$ cat src/rtl/scanner_pkg.sv
// Shared definitions for the truth-table scanner.
//   state_t              : scan controller states.
//   EXPECTED_A_OR_NOT_B  : golden 2-input table for s = a | ~b (bit i = output for vector i).
//   table_width()        : number of table entries for a given input count.
package scanner_pkg;

  typedef enum logic [1:0] {
    IDLE,
    SETTLE,
    SAMPLE,
    DONE
  } state_t;

  // Vectors 0..3 are (a,b) = 00,01,10,11 -> s = 1,0,1,1.
  localparam logic [3:0] EXPECTED_A_OR_NOT_B = 4'b1101;

  function automatic int table_width(input int n_inputs);
    return 1 << n_inputs;
  endfunction

endpackage

$ cat src/rtl/settle_timer.sv
// Settle-time counter for the scanner.
//   clk    : rising-edge clock.
//   rst_n  : synchronous active-low reset.
//   load   : clear the count (held while the controller is not settling).
//   expire : count has reached SETTLE_CYCLES-1; the vector has been held long enough.
module settle_timer #(
  parameter int SETTLE_CYCLES = 1
) (
  input  logic clk,
  input  logic rst_n,
  input  logic load,
  output logic expire
);

  localparam int CW = (SETTLE_CYCLES > 1) ? $clog2(SETTLE_CYCLES) : 1;
  localparam logic [CW-1:0] LAST = CW'(SETTLE_CYCLES - 1);

  logic [CW-1:0] cnt;

  assign expire = (cnt == LAST);

  // Saturates at LAST so the counter never wraps if the controller lingers.
  always_ff @(posedge clk) begin
    if (!rst_n) begin
      cnt <= '0;
    end else if (load) begin
      cnt <= '0;
    end else if (!expire) begin
      cnt <= cnt + CW'(1);
    end
  end

endmodule

$ cat src/rtl/truth_table_scanner.sv
// Clocked stimulus-and-capture stage for a small combinational gate block.
// Walks every input vector in ascending order, holds each for SETTLE_CYCLES,
// samples the gate output, and compares the assembled table with EXPECTED.
//   clk       : rising-edge clock.
//   rst_n     : synchronous active-low reset (priority over start).
//   start     : one-cycle scan request, honoured only in IDLE.
//   vec_out   : vector driven to the gate; bit [N_INPUTS-1] is a, bit 0 is b.
//   s_in      : gate output, sampled in SAMPLE.
//   busy      : scan in progress.
//   done      : one-cycle pulse when the scan result is available.
//   table_out : captured table; bit i = s_in sampled while vec_out == i.
//   match     : table_out == EXPECTED, valid from done until the next start.
module truth_table_scanner
  import scanner_pkg::*;
#(
  parameter int N_INPUTS      = 2,
  parameter int SETTLE_CYCLES = 1,
  parameter logic [table_width(N_INPUTS)-1:0] EXPECTED = EXPECTED_A_OR_NOT_B
) (
  input  logic                              clk,
  input  logic                              rst_n,
  input  logic                              start,
  output logic [N_INPUTS-1:0]               vec_out,
  input  logic                              s_in,
  output logic                              busy,
  output logic                              done,
  output logic [table_width(N_INPUTS)-1:0]  table_out,
  output logic                              match
);

  localparam int TW = table_width(N_INPUTS);
  // One spare bit so the last-index compare can never alias through a wrap.
  localparam int IW = N_INPUTS + 1;
  localparam logic [IW-1:0] LAST_IDX = IW'(TW - 1);

  state_t            state_q, state_d;
  logic [IW-1:0]     idx_q, idx_d;
  logic [N_INPUTS-1:0] vec_d;
  logic [TW-1:0]     table_d;
  logic              busy_d, done_d, match_d;
  logic              timer_load, timer_expire;

  settle_timer #(
    .SETTLE_CYCLES (SETTLE_CYCLES)
  ) u_settle_timer (
    .clk    (clk),
    .rst_n  (rst_n),
    .load   (timer_load),
    .expire (timer_expire)
  );

  // NOTE: every signal written here gets a default first, so no path leaves
  // a value unassigned and no latch is inferred.
  always_comb begin
    state_d    = state_q;
    idx_d      = idx_q;
    vec_d      = vec_out;
    table_d    = table_out;
    busy_d     = busy;
    match_d    = match;
    done_d     = 1'b0;
    // Timer is cleared everywhere except while a vector is settling.
    timer_load = 1'b1;

    unique case (state_q)
      IDLE: begin
        busy_d = 1'b0;
        if (start) begin
          state_d = SETTLE;
          idx_d   = '0;
          vec_d   = '0;
          table_d = '0;
          match_d = 1'b0;
          busy_d  = 1'b1;
        end
      end

      SETTLE: begin
        timer_load = 1'b0;
        if (timer_expire) begin
          state_d = SAMPLE;
        end
      end

      SAMPLE: begin
        table_d[idx_q[N_INPUTS-1:0]] = s_in;
        if (idx_q == LAST_IDX) begin
          state_d = DONE;
        end else begin
          idx_d   = idx_q + IW'(1);
          vec_d   = idx_d[N_INPUTS-1:0];
          state_d = SETTLE;
        end
      end

      DONE: begin
        // The final table bit lands on entry to DONE, so the verdict and the
        // done pulse are registered together on the way out.
        done_d  = 1'b1;
        match_d = (table_out == EXPECTED);
        busy_d  = 1'b1;
        state_d = IDLE;
      end

      default: state_d = IDLE;
    endcase
  end

  // NOTE: sequential state uses non-blocking assignments so every register
  // samples the pre-edge values regardless of statement order.
  always_ff @(posedge clk) begin
    if (!rst_n) begin
      state_q   <= IDLE;
      idx_q     <= '0;
      vec_out   <= '0;
      table_out <= '0;
      busy      <= 1'b0;
      done      <= 1'b0;
      match     <= 1'b0;
    end else begin
      state_q   <= state_d;
      idx_q     <= idx_d;
      vec_out   <= vec_d;
      table_out <= table_d;
      busy      <= busy_d;
      done      <= done_d;
      match     <= match_d;
    end
  end

endmodule

$ cat config.mk
export PLATFORM = sky130hd
export DESIGN_NAME = truth_table_scanner
export DESIGN_NICKNAME = d
export VERILOG_FILES = /design/src/rtl/scanner_pkg.sv /design/src/rtl/settle_timer.sv /design/src/rtl/truth_table_scanner.sv
export SDC_FILE = /design/constraint.sdc
export NUM_CORES = 1
export LEC_CHECK = 0
export CAP_MARGIN = 10
export CORE_MARGIN = 2
export CORE_UTILIZATION = 50
export CTS_CLUSTER_SIZE = 24
export DETAILED_ROUTE_END_ITERATION = 16
export PLACE_DENSITY = 0.76
export SLEW_MARGIN = 20
export SYNTH_ARGS = -nofsm -noshare
export SYNTH_HDL_FRONTEND = slang
export SYNTH_SLANG_ARGS = --single-unit
export TNS_END_PERCENT = 20
$ cat constraint.sdc
create_clock -name clk -period 1.9 [get_ports clk]
set_input_delay 0.475 -clock clk [delete_from_list [all_inputs] [get_ports clk]]
set_output_delay 0.475 -clock clk [all_outputs]
set_load 0.005 [all_outputs]
ff_map.png
Other sequential cells in the stronger gray, the rest of the logic in the fainter gray.
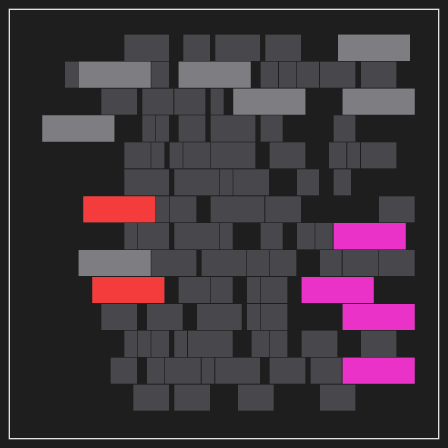
| color | name in the netlist | sequential cells |
|---|---|---|
| red | `idx_q` | 2 |
| magenta | `table_out` | 4 |
storage element area: 260 µm²
sequential share of cell area: 0.278
total sequential power: 315 µW
final core utilization: 0.636

m1.png
Supply wires on this layer in gray. Cells faint in the background.
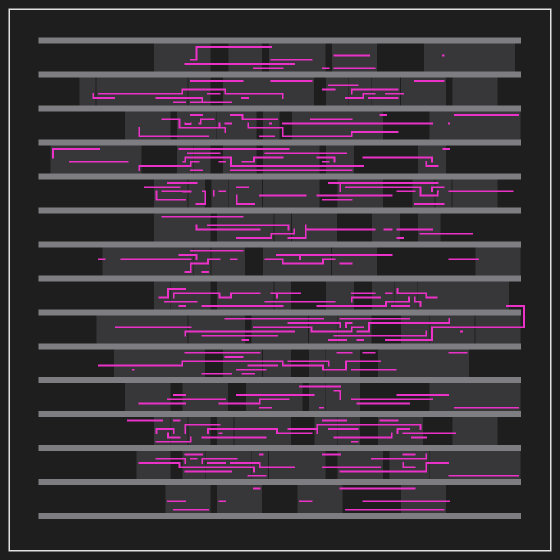
wire length on this layer: 704 µm
nets with wire on the layer: 95
longest straight run: 12.0 µm
share of all routed wire: 50%
final WL: 1.40 mm
via total after detailed routing: 620
met1 Resource Use GR: 0.249

==> results.rst <==
Metrics
=======

.. list-table::
   :header-rows: 1

   * - Metric
     - Value
   * - Outcome
     - completed
   * - Area contributors post-synth
     - dfxtp_1 (34%), ha_1 (18%), mux2i_1 (6.5%)
   * - Summed instance area of the synthesized netlist
     - 771 µm²
   * - Detailed-route wire length per cell
     - 12.4 µm
   * - Total routing resource utilization after global routing
     - 0.177
   * - Per-cell via count in the routed design
     - 5.49
   * - Global-route wire length before repair
     - 2.48 mm
   * - Number of setup buffers added after CTS
     - 0
   * - Antenna violations before repair
     - 0
   * - H-tree levels
     - 1
   * - Area fraction in mux cells
     - 0.0844
   * - Area of the core
     - 1470 µm²
   * - Sequential share of power
     - 0.419
   * - Number of warnings printed during yosys synthesis
     - 0
   * - Clock sink count
     - 13
   * - RSZ-0062 raised after global routing
     - false
   * - Data required time of the critical path
     - 1.42 ns
   * - Fraction of post-synthesis cell area in the top cell type by area
     - 0.338
   * - Count of fill cells added during filler insertion
     - 130
   * - Shortest period the worst path allows
     - 1.73 ns
   * - Synth Net Count
     - 97
   * - Initial drt markers
     - 16
   * - Syn avg cell area
     - 9.40 µm²
   * - Final weighted congestion of routability-driven global placement
     - 0.837
   * - Delay-heaviest family, CP
     - buffers and inverters
   * - Peak supply drop
     - 466 µV
   * - Slowest cell delay on critical path
     - 0.54 ns
   * - Number of global-route vias before repair
     - 593
   * - Max Root-Sink Buffers
     - 2
   * - Highest clock rate
     - 0.578 GHz
   * - Design internal power
     - 502 µW
   * - R2R Setup Slk
     - 0.40 ns
   * - Diode insertion count for antenna repair
     - 0
   * - Worst-case hold slack
     - 0.467 ns
   * - Setup TNS after final layout
     - 0 ns
   * - Areal power density over the cells
     - 803 nW/µm²
   * - CTS Hold Bufs
     - 0
   * - Fin crit share
     - 0.910
   * - Worst Setup Path Type
     - flip-flop to primary output
   * - Number of nets still failing antenna checks after routing
     - 0
   * - Cells resized by post-CTS repair
     - 0
   * - CTS Buf Count
     - 3
   * - Post-synth top area cell
     - dfxtp_1
   * - GR Overflow Total
     - 0
   * - Synthesized-area fraction occupied by xor and xnor cells
     - 0
   * - CP endpoint kind
     - primary output
   * - Most frequent cell after synthesis
     - dfxtp_1
   * - Most instantiated logic cell after routing
     - dfxtp_1
   * - Final number of hold-violating endpoints
     - 0
   * - Switching pwr
     - 249 µW
   * - Switching share of power
     - 0.332
   * - Worst min path class
     - flip-flop to flip-flop
   * - Die X-Extent
     - 43.3 µm
   * - Post-CTS clock slew at the launch and capture registers of the worst setup and hold paths
     - 0.08 ns
   * - Pin count of the biggest net entering global routing
     - 12
   * - Maximum clock skew at final layout
     - 0.000939 ns
   * - Dpl hpwl
     - 1.05 mm
   * - Data arrival at the endpoint of the critical path
     - 1.25 ns
   * - Leakage
     - 0.394 nW
   * - Latency at later pin
     - 0.28 ns
   * - TritonCTS clock tree
     - built
   * - CP max-delay cell
     - clkdlybuf4s50_1
   * - Overall die area
     - 1870 µm²
   * - Most used cells in the layout excluding fill and tap cells
     - dfxtp_1 (13), clkdlybuf4s50_1 (12), ha_1 (11), inv_1 (7)
   * - Worst path bufs/invs
     - 1
   * - Area growth from synthesis to layout
     - 21.4%
   * - Post-synthesis chip area from yosys
     - 771 µm²
   * - Number of detailed-route iterations in the first pass
     - 4
   * - Cells after Synth
     - 82
   * - Total number of nets in the final design
     - 113
   * - Root Driver
     - clkbuf_4
   * - Flop and latch count out of synthesis
     - 13
   * - Final tally of setup violations
     - 0
   * - Number of warning messages in the logs
     - 35
   * - Slew Limit Fails
     - 0
   * - Core utilization before placement
     - 0.524
   * - Commonest cells post-synth
     - dfxtp_1 (13), ha_1 (11), inv_1 (7)
   * - Async set-or-reset flop fraction in the synthesized netlist
     - 0
   * - Number of flops mapped to enable cells by yosys
     - 0
   * - Fraction of final layout cells sized beyond drive strength 1
     - 0.0825
   * - Part of the Yosys area used for sequential elements
     - 0.338
   * - Drc violations
     - 0
   * - Basic Gates by Area
     - 0.182
   * - Vertical die dimension
     - 43.3 µm
   * - Main combinational cell family by area after synthesis
     - simple AND/OR/NAND/NOR gates
   * - Max cap viols
     - 0
   * - Yosys cell count
     - 82
   * - Combinational share of power
     - 0.351
   * - Startpoint type of the worst setup path
     - flip-flop
   * - Crit Path Max Fanout
     - 6
port_trees.png
The bar under the picture is 10 µm long.
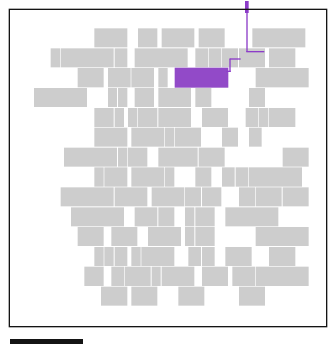
| color | port | bits | direction | edge | end cells | wire |
|---|---|---|---|---|---|---|
| purple | `busy` | 1 | output | top | 1 | 11.3 µm |
count of boundary I/O pins: 13
number of buffers added on ports: 12

[area by class of cell]
class	instances	area, µm²	area share
multi-input cells	58	460	0.492
flip-flops and latches	13	260	0.278
repair buffers	15	143	0.152
clock buffers	4	26.3	0.0281
inverters	7	26.3	0.0281
well taps	16	20.0	0.0214
[sequential cells by signal, indices dropped and copies added (netlist names)]
signal and cells:
idx_q 2, match 1, u_settle_timer.cnt 1, busy 1, table_out 4, state_q 2, done 1, vec_out 1
[power by group through the flow]
| stage | sequential, mW | combinational (mW) | clock (mW) |
|---|---|---|---|
| finish | 0.315 | 0.264 | 0.172 |
| global route | 0.318 | 0.300 | 0.192 |
| CTS | 0.315 | 0.265 | 0.178 |
| detailed placement | 0.321 | 0.263 | 0 |
| global placement | 0.321 | 0.258 | 0 |
| floorplan | 0.318 | 0.197 | 0 |
[through the flow]
step	cell area (µm²)	util	setup slack, ns	instances	power (mW)
4_1_cts	936	0.636	0.168	113	0.757
2_1_floorplan	771	-	0.559	82	0.515
6_report	936	0.636	0.171	113	0.752
5_1_grt	936	0.636	0.0999	113	0.811
3_5_place_dp	910	0.618	0.146	109	0.585
3_3_place_gp	910	0.618	0.172	109	0.578
[per-layer routing]
layer	vias to the layer above	wire (µm)	track usage
met5	-	0	0
met4	0	42	0.0909
met3	7	60	0.0383
met2	17	591	0.251
met1	277	704	0.249
li1	319	-	-
[tightest hold or removal path: cells and delay by family (launching register included)]
kind             cells  cell delay, ns
AND-OR/OR-AND        1            0.06
AND/OR/NAND/NOR      1            0.05
flip-flops           1            0.32
[path summary, 6_finish.rpt]
kind | start | end | cells past startpoint
setup / recovery | vec_out[0] | vec_out[0] | 1
hold / removal | match | match | 2
setup reg to reg | state_q[0] | table_out[0] | 5
hold reg to reg | match | match | 2
No activity file was given, so power comes from the tool's default toggle rates.
